--- src/rtl/cdu_count_link.sv ---
// cdu_count_link
// Accumulates the CDU's +/- angle-increment pulses into a signed pending count
// and drains that count to the AGC. Each count is sent as one up or down
// request over a request/acknowledge handshake. After every acknowledged
// request a fixed idle gap is enforced, so the AGC counter cells are never
// driven faster than they can count.
module cdu_count_link #(
    parameter int PEND_W  = 6,
    parameter int MIN_GAP = 4
) (
    input  logic              CLOCKH,
    input  logic              rst,
    input  logic              PLSP,
    input  logic              PLSM,
    input  logic              CLRH,
    input  logic              ACKH,
    output logic              INCRH,
    output logic              DECRH,
    output logic [PEND_W-1:0] PEND,
    output logic              OVFH,
    output logic              BUSYH
);

    // Two guard bits let the saturation test see a pulse and an ack landing
    // together without wrapping.
    localparam int SUM_W = PEND_W + 2;
    localparam int GAP_W = $clog2(MIN_GAP + 1);

    localparam logic signed [SUM_W-1:0] PEND_MAX = SUM_W'((1 << (PEND_W - 1)) - 1);
    localparam logic signed [SUM_W-1:0] PEND_MIN = SUM_W'(-(1 << (PEND_W - 1)));

    typedef enum logic [1:0] {
        ST_IDLE = 2'b00,
        ST_REQ  = 2'b01,
        ST_GAP  = 2'b10
    } state_t;

    // Clamp a wide sum into the pending range. The MSB of the result flags
    // that clamping happened.
    function automatic logic [PEND_W:0] saturate(input logic signed [SUM_W-1:0] value);
        logic [PEND_W:0] result;
        if (value > PEND_MAX) begin
            result = {1'b1, PEND_MAX[PEND_W-1:0]};
        end else if (value < PEND_MIN) begin
            result = {1'b1, PEND_MIN[PEND_W-1:0]};
        end else begin
            result = {1'b0, value[PEND_W-1:0]};
        end
        return result;
    endfunction

    state_t                    state_r;
    state_t                    state_nx_s;
    logic                      incr_r;
    logic                      incr_nx_s;
    logic                      decr_r;
    logic                      decr_nx_s;
    logic signed [PEND_W-1:0]  pend_r;
    logic signed [PEND_W-1:0]  pend_nx_s;
    logic                      ovf_r;
    logic                      ovf_nx_s;
    logic                      cancel_r;
    logic                      cancel_nx_s;
    logic [GAP_W-1:0]          gap_r;
    logic [GAP_W-1:0]          gap_nx_s;
    logic                      busy_r;

    logic                      pend_pos_s;
    logic                      pend_neg_s;
    logic                      ack_taken_s;
    logic signed [SUM_W-1:0]   pls_step_s;
    logic signed [SUM_W-1:0]   ack_step_s;
    logic signed [SUM_W-1:0]   sum_s;
    logic [PEND_W:0]           sat_s;

    // Sign of the registered pending count; the FSM decides on these alone.
    always_comb begin
        pend_neg_s = pend_r[PEND_W-1];
        pend_pos_s = !pend_r[PEND_W-1] && (pend_r != {PEND_W{1'b0}});
    end

    // Net step from the pulses and from a consumed ack, and the clamped new count.
    always_comb begin
        ack_taken_s = (state_r == ST_REQ) && ACKH && !cancel_r;

        case ({PLSP, PLSM})
            2'b10:   pls_step_s = {{(SUM_W-1){1'b0}}, 1'b1};
            2'b01:   pls_step_s = {SUM_W{1'b1}};
            default: pls_step_s = {SUM_W{1'b0}};
        endcase

        // The ack retires one count in the direction latched at issue.
        if (!ack_taken_s) begin
            ack_step_s = {SUM_W{1'b0}};
        end else if (incr_r) begin
            ack_step_s = {SUM_W{1'b1}};
        end else begin
            ack_step_s = {{(SUM_W-1){1'b0}}, 1'b1};
        end

        sum_s = SUM_W'(pend_r) + pls_step_s + ack_step_s;
        sat_s = saturate(sum_s);

        // Clear wins over pulses and the ack adjustment.
        if (CLRH) begin
            pend_nx_s = {PEND_W{1'b0}};
            ovf_nx_s  = 1'b0;
        end else begin
            pend_nx_s = sat_s[PEND_W-1:0];
            ovf_nx_s  = ovf_r | sat_s[PEND_W];
        end
    end

    // Request FSM: next state, request lines, gap counter and cancel flag.
    always_comb begin
        state_nx_s  = state_r;
        incr_nx_s   = incr_r;
        decr_nx_s   = decr_r;
        gap_nx_s    = gap_r;
        cancel_nx_s = cancel_r;

        case (state_r)
            ST_IDLE: begin
                if (pend_pos_s) begin
                    incr_nx_s  = 1'b1;
                    decr_nx_s  = 1'b0;
                    state_nx_s = ST_REQ;
                end else if (pend_neg_s) begin
                    incr_nx_s  = 1'b0;
                    decr_nx_s  = 1'b1;
                    state_nx_s = ST_REQ;
                end else begin
                    state_nx_s = ST_IDLE;
                end
            end
            ST_REQ: begin
                // The request is held until the AGC takes it, whatever PEND does.
                if (ACKH) begin
                    incr_nx_s   = 1'b0;
                    decr_nx_s   = 1'b0;
                    gap_nx_s    = GAP_W'(MIN_GAP);
                    cancel_nx_s = 1'b0;
                    state_nx_s  = ST_GAP;
                end else begin
                    state_nx_s = ST_REQ;
                end
            end
            ST_GAP: begin
                if (gap_r <= GAP_W'(1)) begin
                    gap_nx_s   = {GAP_W{1'b0}};
                    state_nx_s = ST_IDLE;
                end else begin
                    gap_nx_s   = gap_r - GAP_W'(1);
                    state_nx_s = ST_GAP;
                end
            end
            default: begin
                incr_nx_s   = 1'b0;
                decr_nx_s   = 1'b0;
                gap_nx_s    = {GAP_W{1'b0}};
                cancel_nx_s = 1'b0;
                state_nx_s  = ST_IDLE;
            end
        endcase

        // A clear while a request is outstanding (or just being raised)
        // makes its eventual ack a no-op on PEND.
        if (CLRH && (state_nx_s == ST_REQ)) begin
            cancel_nx_s = 1'b1;
        end else begin
            cancel_nx_s = cancel_nx_s;
        end
    end

    // State and output registers; reset drops any request immediately.
    always_ff @(posedge CLOCKH or posedge rst) begin
        if (rst) begin
            state_r  <= ST_IDLE;
            incr_r   <= 1'b0;
            decr_r   <= 1'b0;
            pend_r   <= {PEND_W{1'b0}};
            ovf_r    <= 1'b0;
            cancel_r <= 1'b0;
            gap_r    <= {GAP_W{1'b0}};
            busy_r   <= 1'b0;
        end else begin
            state_r  <= state_nx_s;
            incr_r   <= incr_nx_s;
            decr_r   <= decr_nx_s;
            pend_r   <= pend_nx_s;
            ovf_r    <= ovf_nx_s;
            cancel_r <= cancel_nx_s;
            gap_r    <= gap_nx_s;
            busy_r   <= (state_nx_s != ST_IDLE);
        end
    end

    assign INCRH = incr_r;
    assign DECRH = decr_r;
    assign PEND  = pend_r;
    assign OVFH  = ovf_r;
    assign BUSYH = busy_r;

    cdu_count_link_chk u_chk (
        .clk  (CLOCKH),
        .rst  (rst),
        .incr (incr_r),
        .decr (decr_r),
        .ack  (ACKH),
        .busy (busy_r)
    );

endmodule

// Handshake invariants of the count link.
module cdu_count_link_chk (
    input logic clk,
    input logic rst,
    input logic incr,
    input logic decr,
    input logic ack,
    input logic busy
);

    // Never request both directions at once.
    a_onehot: assert property (@(posedge clk) disable iff (rst) !(incr && decr));

    // An un-acknowledged up request stays up.
    a_incr_hold: assert property (@(posedge clk) disable iff (rst) (incr && !ack) |=> incr);

    // An un-acknowledged down request stays up.
    a_decr_hold: assert property (@(posedge clk) disable iff (rst) (decr && !ack) |=> decr);

    // A visible request always means the link reports busy.
    a_busy: assert property (@(posedge clk) disable iff (rst) (incr || decr) |-> busy);

endmodule
--- config.mk ---
export PLATFORM = sky130hd
export DESIGN_NAME = cdu_count_link
export DESIGN_NICKNAME = d
export VERILOG_FILES = /design/src/rtl/cdu_count_link.sv
export SDC_FILE = /design/constraint.sdc
export NUM_CORES = 1
export LEC_CHECK = 0
export CELL_PAD_IN_SITES_DETAIL_PLACEMENT = 1
export CELL_PAD_IN_SITES_GLOBAL_PLACEMENT = 2
export CORE_ASPECT_RATIO = 1.2
export CORE_MARGIN = 5
export CORE_UTILIZATION = 34
export DETAILED_ROUTE_END_ITERATION = 10
export GPL_TIMING_DRIVEN = 0
export PLACE_DENSITY = 0.89
export REMOVE_ABC_BUFFERS = 1
export SLEW_MARGIN = 15
export SYNTH_ARGS = -nofsm -noshare
export SYNTH_HDL_FRONTEND = slang
export SYNTH_SLANG_ARGS = --single-unit
--- constraint.sdc ---
create_clock -name CLOCKH -period 4.4 [get_ports CLOCKH]
set_input_delay 0.66 -clock CLOCKH [delete_from_list [all_inputs] [get_ports CLOCKH]]
set_output_delay 0.66 -clock CLOCKH [all_outputs]
set_load 0.05 [all_outputs]
M1 wires:
Supply wires on this layer in grey.
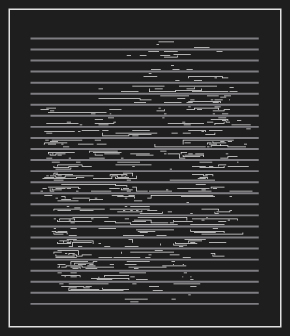
share of all routed wire = 39%
main direction = horizontal
longest straight run = 15.2 um
nets with wire on the layer = 165
wire length on this layer = 1240 um

Metal 2:
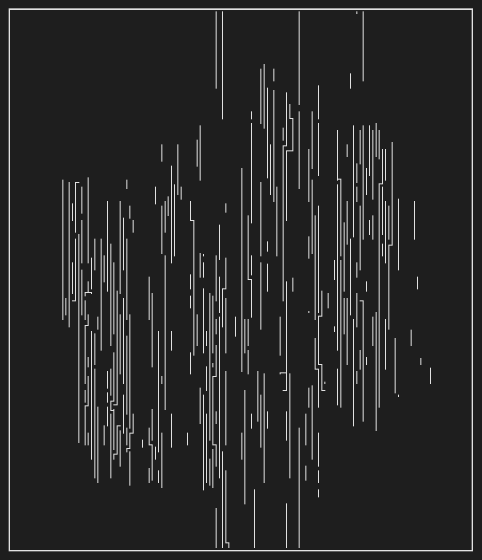
share of all routed wire = 55%
wire length on this layer = 1780 um

Metal 3:
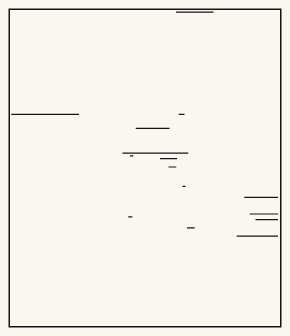
main direction = horizontal
longest straight run = 16.3 um

The clock network:
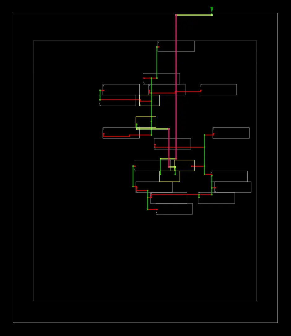
TritonCTS Buffers: 3
Latency at later pin: 250 ps
Clk power: 0.000129 W
Flop Count: 16
Worst Skew: 3.32 ps

-- state kept, by name (all words and copies together), names as in the netlist --
| register | cells |
|---|---|
| PEND | 6 |
| gap_r | 3 |
| state_r | 2 |
| BUSYH | 1 |
| DECRH | 1 |
| INCRH | 1 |
| OVFH | 1 |
| cancel_r | 1 |
-- area by class of cell --
| type | instances | area, um^2 |
|---|---|---|
| tap | 52 | 65.1 |
| sequential | 16 | 400 |
| inverter | 18 | 67.6 |
| fill | 442 | 2110 |
| multi-input combinational | 106 | 816 |
| timing repair buffer | 15 | 150 |
| clock buffer | 4 | 55.1 |
==> reports/results.tsv <==
stage	metric	value	unit
outcome	status	completed	
logic_synthesis	ys async rst share	1.00	
global_route	first-pass GRT wire length	5140	um
critical_path	slowest cell on the critical path	fa_1	
place	placer congestion estimate	0.843	
critical_path	CP Class	primary input to flip-flop	
logic_synthesis	area reported by Yosys stat	1300	um^2
finish	Final Util	0.424	
logic_synthesis	MUX share of area	0	
critical_path	crit path DRT	4560	ps
logic_synthesis	flop and latch count out of synthesis	16	
global_route	GRT overflow	0	
logic_synthesis	post-synth cell types	39	
final_timing	fin. max-slew vios	0	
power	Pleak	0.727	nW
global_route	vias in the first global route	1141	
final_timing	total negative slack	0	ps
min_path	hold path start	gap_r[1]	
final_timing	Final Cycle Share	0.940	
finish	Top Layout Cells	17 x inv_1, 16 x dfrtp_1, 15 x clkdlybuf4s50_1, 14 x nand2_1, 13 x ha_1	
die	core area	3660	um^2
cts	CTS hold repair buffers	0	
power	Comb. pwr	0.000881	W
critical_path	critical path startpoint category	primary input	
critical_path	Crit. End Element	flip-flop	
cts	CTS sink cnt	16	
min_path	HP Class	flip-flop to flip-flop	
logic_synthesis	yosys xor share	0.0270	
critical_path	CP Cell Sequence	clkdlybuf4s50_1, nand2_1, nor2_2, nand2_1, fa_1, inv_1, ha_1, fa_1, and3_1, or2_1, o311a_1, a2111oi_1, o21ai_1, a31oi_1	
drt	metal3 WL	88	um
finish	final instance area	1550	um^2
critical_path	crit-path max FO	7	
critical_path	CP delay by family, top	adder cells	
drt	Pre-antenna DRT Iters	3	
cts	H-tree Lvls	1	
drt	Residual DRC	0	
drt	max layer used	met4	
final_timing	fmax	0.242	GHz
final_timing	final hold vios	0	
final_timing	final worst slack	266	ps
logic_synthesis	most numerous cell in the Yosys netlist	inv_1	
critical_path	R2R setup slack	440	ps
drt	remaining antenna violation count	0	
drt	Met2 Wirelength	1780	um
logic_synthesis	synth cell count leaders	18 x inv_1, 16 x dfrtp_1, 14 x nand2_1, 13 x ha_1, 10 x nor2_1	
power	overall power	0.00127	W
Power is estimated from default activity; no workload was simulated.
